class_map.png
The bar under the picture is 50 um long. Fill, decap, tap and diode cells in gray.
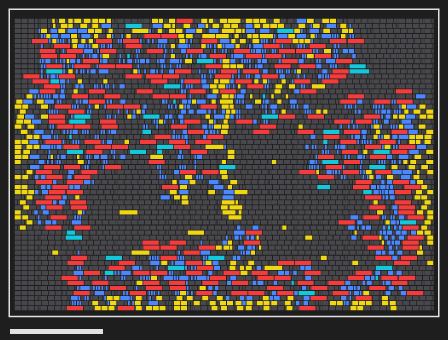
m4.png
The bar under the picture is 50 um long. Supply wires on this layer in gray. Cells faint in the background.
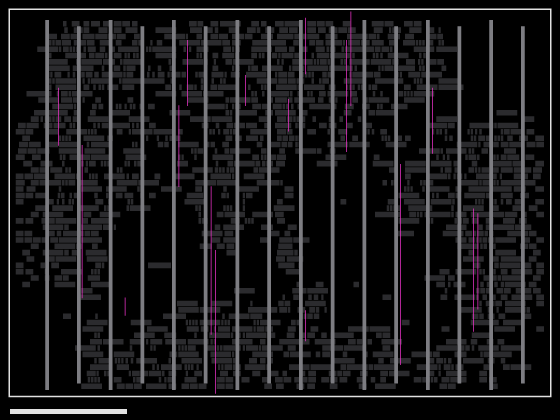
util_map.png
The die is cut into 23 by 16 equal tiles; white is low, dark blue is high, 0 to 100% covered.
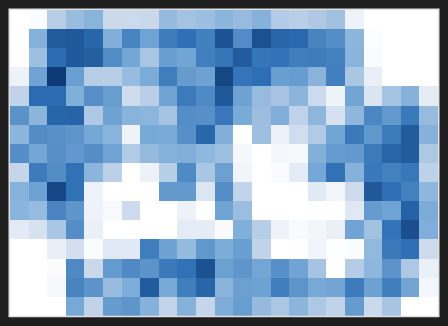
congestion_map.png
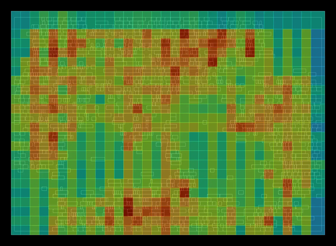
**src/rtl/riscv_core_pkg.sv**
```systemverilog
// Shared core types: divide-controller FSM states, M-extension funct3 codes
// and the packed request record used by the divide issue controller.
package riscv_core_pkg;

  // Divide issue controller states
  typedef enum logic [1:0] {
    StIdle  = 2'd0,
    StBusy  = 2'd1,
    StDrain = 2'd2,
    StResp  = 2'd3
  } div_state_e;

  // M-extension divide/remainder funct3 encodings
  localparam logic [2:0] Funct3Div  = 3'b100;
  localparam logic [2:0] Funct3Divu = 3'b101;
  localparam logic [2:0] Funct3Rem  = 3'b110;
  localparam logic [2:0] Funct3Remu = 3'b111;

  // Operation plus operands; also the tag of the last-result cache
  typedef struct packed {
    logic [2:0]  op;
    logic [31:0] a;
    logic [31:0] b;
  } div_req_t;

endpackage

```
**src/rtl/div_issue_ctrl.sv**
```systemverilog
// Divide issue controller: accepts one M-extension divide at a time from
// Execute, starts the external divider (or replays a cached identical result),
// holds the response for Writeback and handles pipeline flushes.
module div_issue_ctrl
  import riscv_core_pkg::*;
#(
  parameter bit          CACHE_EN = 1'b1,
  parameter int unsigned CNT_W    = 32
) (
  input  logic             clk_i,
  input  logic             rst_ni,
  input  logic             req_valid_i,
  output logic             req_ready_o,
  input  logic [2:0]       req_op_i,
  input  logic [31:0]      req_a_i,
  input  logic [31:0]      req_b_i,
  input  logic             flush_i,
  output logic             rsp_valid_o,
  input  logic             rsp_ready_i,
  output logic [31:0]      rsp_data_o,
  output logic             div_start_o,
  output logic [31:0]      div_a_o,
  output logic [31:0]      div_b_o,
  output logic [2:0]       div_op_o,
  input  logic [31:0]      div_result_i,
  input  logic             div_done_i,
  output logic             busy_o,
  output logic [CNT_W-1:0] op_count_o
);

  div_state_e       state_q, state_d;
  div_req_t         req_in;
  div_req_t         req_q, req_d;
  logic [31:0]      rsp_q, rsp_d;
  logic [CNT_W-1:0] cnt_q, cnt_d;

  logic             accept;
  logic             cache_hit;
  logic [31:0]      cache_res;
  logic             done_load;
  logic             rsp_take;

  assign req_in = '{op: req_op_i, a: req_a_i, b: req_b_i};

  // State register
  always_ff @(posedge clk_i or negedge rst_ni) begin
    if (!rst_ni) begin
      state_q <= StIdle;
    end else begin
      state_q <= state_d;
    end
  end

  // Next-state logic; a flush always wins over a coincident done or handshake
  always_comb begin
    state_d = state_q;
    unique case (state_q)
      StIdle: begin
        if (accept) begin
          state_d = cache_hit ? StResp : StBusy;
        end
      end
      StBusy: begin
        if (flush_i) begin
          // A done in the flush cycle retires the divider, so nothing is left to drain
          state_d = div_done_i ? StIdle : StDrain;
        end else if (div_done_i) begin
          state_d = StResp;
        end
      end
      StDrain: begin
        if (div_done_i) begin
          state_d = StIdle;
        end
      end
      StResp: begin
        if (flush_i || rsp_ready_i) begin
          state_d = StIdle;
        end
      end
      default: state_d = StIdle;
    endcase
  end

  // Output and strobe decode
  always_comb begin
    req_ready_o = 1'b0;
    rsp_valid_o = 1'b0;
    busy_o      = 1'b1;
    accept      = 1'b0;
    div_start_o = 1'b0;
    done_load   = 1'b0;
    rsp_take    = 1'b0;
    unique case (state_q)
      StIdle: begin
        busy_o      = 1'b0;
        req_ready_o = !flush_i;
        accept      = req_valid_i && !flush_i;
        div_start_o = accept && !cache_hit;
      end
      StBusy: begin
        done_load = div_done_i && !flush_i;
      end
      StDrain: begin
        busy_o = 1'b1;
      end
      StResp: begin
        rsp_valid_o = 1'b1;
        rsp_take    = rsp_ready_i && !flush_i;
      end
      default: begin
        busy_o = 1'b1;
      end
    endcase
    // Operands come straight from Execute in the start cycle, then from the
    // request register so the divider sees stable inputs for the whole op.
    div_a_o    = div_start_o ? req_a_i  : req_q.a;
    div_b_o    = div_start_o ? req_b_i  : req_q.b;
    div_op_o   = div_start_o ? req_op_i : req_q.op;
    rsp_data_o = rsp_q;
    op_count_o = cnt_q;
  end

  // Next values of the request, response and completed-op counter registers
  always_comb begin
    req_d = req_q;
    rsp_d = rsp_q;
    cnt_d = cnt_q;
    if (accept) begin
      req_d = req_in;
    end
    if (accept && cache_hit) begin
      rsp_d = cache_res;
    end else if (done_load) begin
      rsp_d = div_result_i;
    end
    if (rsp_take) begin
      cnt_d = cnt_q + CNT_W'(1);
    end
  end

  // Request, response and counter registers
  always_ff @(posedge clk_i or negedge rst_ni) begin
    if (!rst_ni) begin
      req_q <= '0;
      rsp_q <= '0;
      cnt_q <= '0;
    end else begin
      req_q <= req_d;
      rsp_q <= rsp_d;
      cnt_q <= cnt_d;
    end
  end

  if (CACHE_EN) begin : g_cache
    logic        cache_valid_q;
    div_req_t    cache_tag_q;
    logic [31:0] cache_res_q;

    // Single-entry last-result cache, filled only by a completed, unflushed divide
    always_ff @(posedge clk_i or negedge rst_ni) begin
      if (!rst_ni) begin
        cache_valid_q <= 1'b0;
        cache_tag_q   <= '0;
        cache_res_q   <= '0;
      end else if (done_load) begin
        cache_valid_q <= 1'b1;
        cache_tag_q   <= req_q;
        cache_res_q   <= div_result_i;
      end
    end

    assign cache_hit = cache_valid_q && (cache_tag_q == req_in);
    assign cache_res = cache_res_q;
  end else begin : g_no_cache
    assign cache_hit = 1'b0;
    assign cache_res = '0;
  end

endmodule

```
**config.mk**
```make
export PLATFORM = sky130hd
export DESIGN_NAME = div_issue_ctrl
export DESIGN_NICKNAME = d
export VERILOG_FILES = /design/src/rtl/riscv_core_pkg.sv /design/src/rtl/div_issue_ctrl.sv
export SDC_FILE = /design/constraint.sdc
export NUM_CORES = 1
export LEC_CHECK = 0
export ABC_AREA = 0
export CORE_AREA = 2 2 229 163
export DETAILED_ROUTE_END_ITERATION = 7
export DIE_AREA = 0 0 231 165
export PLACE_DENSITY = 0.62
export RECOVER_POWER = 100
export SLEW_MARGIN = 20
export SYNTH_ARGS = -nofsm -noshare
export SYNTH_HDL_FRONTEND = slang
export SYNTH_SLANG_ARGS = --single-unit
```
**constraint.sdc**
```tcl
create_clock -name clk_i -period 2.32 [get_ports clk_i]
set_input_delay 0.348 -clock clk_i [delete_from_list [all_inputs] [get_ports clk_i]]
set_output_delay 0.348 -clock clk_i [all_outputs]
set_load 0.01 [all_outputs]
```
==> results.yml <==
# yosys + openroad results
logic_synthesis:
  ys_cells: 1095
  synth.cells.most_frequent: "nand2_1, dfrtp_1, mux2_2"
  area_leaders: "dfrtp_1, nand2_1, mux2_2"
  syn_area_um2: 10670
  flop_cell: "dfrtp_1"
  ys_types: 39
  synthCells: 1095
  top_cell_area_share_pct: 54.64
  floorplan.nets: 1201
  syn_avg_cell_area_um2: 9.745
  yosys_area_um2: 10670
  edf_count: 0
  yosysMostFrequentCell: "nand2_1"
  synthArstFlopShare_pct: 100.0
  yosysTopAreaCell: "dfrtp_1"
  ys_seq_share_pct: 54.64
clock_network:
  post_cts_buffers: 26
  clkTransAtPathRegs_ns: 0.07
  cts_inserted_buffers: 25
  worstSkewPairLatency_ns: 0.55
  cts_tree: "done"
  cts_max_level: 1
  cts_root_buffer: "clkbuf_16"
  cts_sinks: 233
floorplan:
  fp_util_pct: 29.89
  die_x_um: 231
  die_area_um2: 38120
  die_h_um: 165
  row_count: 58
  core_um2: 35700
  io_pins: 240
final_layout:
  drive_gt1_share_pct: 22.30
  final_nets: 1545
  stdcell_area_um2: 15840
  final_util_pct: 44.35
  stdcell_count: 1935
  area_delta_synth_final_pct: 48.41
routing:
  drt_wl_total_um: 33250
  first_pass_iters: 5
  drcViolationCount: 0
  vias: 8870
  drt_iter0_markers: 517
  ant_nets: 0
  via_per_inst: 4.584
final_timing:
  timing.hold.ws_ns: 0.3487
  fin_crit_sh_pct: 161.1
  timing.fmax_mhz: 267.6
  fin_worst_skew_ns: 0.01173
  finalHoldViolations: 0
  fin_setup_tns_ns: -121.41
  finalSetupViolCount: 101
  period_needed_ns: 3.737
  max_slew_margin_pct: 11.59
  fin_ws_ns: -1.417
  tightest_slew_ns: 1.326
  final_max_slew_viol_count: 0
  rsz0062_at_grt: "true"
worst_setup_path:
  path_class: "reg2out"
  r2r_setup_slack_ns: -1.09
  ff2ff_path_depth: 15
  critPathMaxFanout: 4
  r2r_start: "g_cache.cache_tag_q[8]$_DFFE_PN0P_"
  cp-endpoint: "div_op_o[2]"
  cp.required_ns: 1.97
  end_kind: "output port"
  cp.arrival_ns: 3.39
  worstSetupStartpointType: "register"
  r2r_end: "rsp_data_o[20]$_DFFE_PN0P_"
min_path:
  hold_path_class: "in2reg"
  worstHoldStart: "div_result_i[19]"
  min_path_cells: 3
power_and_ir_drop:
  p_sw_mw: 4.600
  seq_cell_power_mw: 6.12
  p_total_mw: 14.71
  peakVddDrop_mv: 0.5402
  clkPwrFrac_pct: 26.9
  comb_power_mw: 4.63
  powerClk_mw: 3.96
  intPower_mw: 10.11
  p_seq_share_pct: 41.6
  top_power_group: "registers"
  pwr-share-comb_pct: 31.4
  leakagePower_nw: 8.158
  p_sw_share_pct: 31.27
placed_design:
  post-place-ws_ns: -1.554
  dp_hpwl_um: 22220
  placed_area_um2: 14350
  io_buffer_count: 239
  place_inst: 1848
  gp_congestion: 0.8058
grt:
  grt_pass1_vias: 8753
  grt_pass1_wl_um: 50480
  antenna_found_initial: 2
  grt_max_degree: 72
  grt-ovfl-total: 0
run_status:
  status: "complete, but fails checks"
  violations: "negative setup slack"
flow_run:
  warnings: 29
  maxCapViolations: 0
-- class_map.png (at the start) --
- remaining buffers and delay cells: yellow (cells 370; share of their area 24%)
- registers: red (cells 233; share of their area 38%)
- remaining logic cells: blue (cells 809; share of their area 32%)
- clock drivers and dummy loads: cyan (cells 41; share of their area 5.2%)

-- m4.png (at the start) --
- main direction: vertical
- nets with wire on the layer: 8
- share of all routed wire: 1.9%
- longest straight run: 85.7 um

-- util_map.png (at the start) --
- mean over tiles: 40%
- nearly empty tiles: 15%
- fullest tile: 96%
- densest ninth of the die: top middle
- tiles over 75% full: 7.9%

-- congestion_map.png (at the start) --
met3 usage: 2.797%
busiest grt layer: met2
GR Util met1: 24.59%
gr usage total: 16.90%

-- worst max-delay path, stage by stage (launching register included) --
cell	delay, ns
dfrtp_1	0.40
xor2_1	0.15
nor4_1	0.31
buf_4	0.20
nand4_1	0.19
or3_4	0.46
o21ai_4	0.17
buf_6	0.13
buf_12	0.12
buf_6	0.10
buf_6	0.10
buf_6	0.09
mux2_4	0.29
buf_6	0.13
-- cells in the final DEF, fill, tap and decap left out, drive strengths merged, types with 13 or more instances in the layout --
| cell | count |
|---|---|
| buf | 176 |
| dfrtp | 233 |
| a21o | 18 |
| xnor2 | 59 |
| clkbuf | 56 |
| xor2 | 29 |
| a221o | 18 |
| and2 | 22 |
| nand4 | 15 |
| nand2 | 476 |
| nand3 | 13 |
| mux2 | 83 |
| dlygate4sd3 | 65 |
| clkdlybuf4s50 | 106 |
-- registers in the layout (all words and copies together), names as in the netlist --
register               flops
g_cache.cache_tag_q       67
g_cache.cache_valid_q      1
req_q                     67
cache_res                 32
state_q                    2
rsp_data_o                32
op_count_o                32
-- per-layer routing --
metal  share of wire, %  routed length [um]  global-route usage [%]  vias up
met5                  0                   0                       0        -
met4                1.9                 641                   3.900        0
met3                5.1                1680                   2.797       40
met2                 45               15050                   26.28      230
li1                   -                   -                       -     4254
met1                 48               15870                   24.59     4346
-- cells by family after synthesis --
family / synth area share, %
adders and majority gates: 0.1172
muxes: 8.759
and+or+nand+nor: 22.53
xor gates and xnor gates: 7.223
DFF: 54.64
AOI/OAI and AO/OA: 4.175
buffers and inverters: 2.556
-- layout make-up --
type | count | area (um^2)
antenna | 2 | 5.005
clock buffer | 33 | 705.7
clock inverter | 8 | 86.33
fill | 3368 | 19870
inverter | 7 | 26.28
multi-input combinational | 802 | 4870
sequential | 233 | 5831
tap | 480 | 600.6
timing repair buffer | 370 | 3711
Power is estimated from default activity; no workload was simulated.
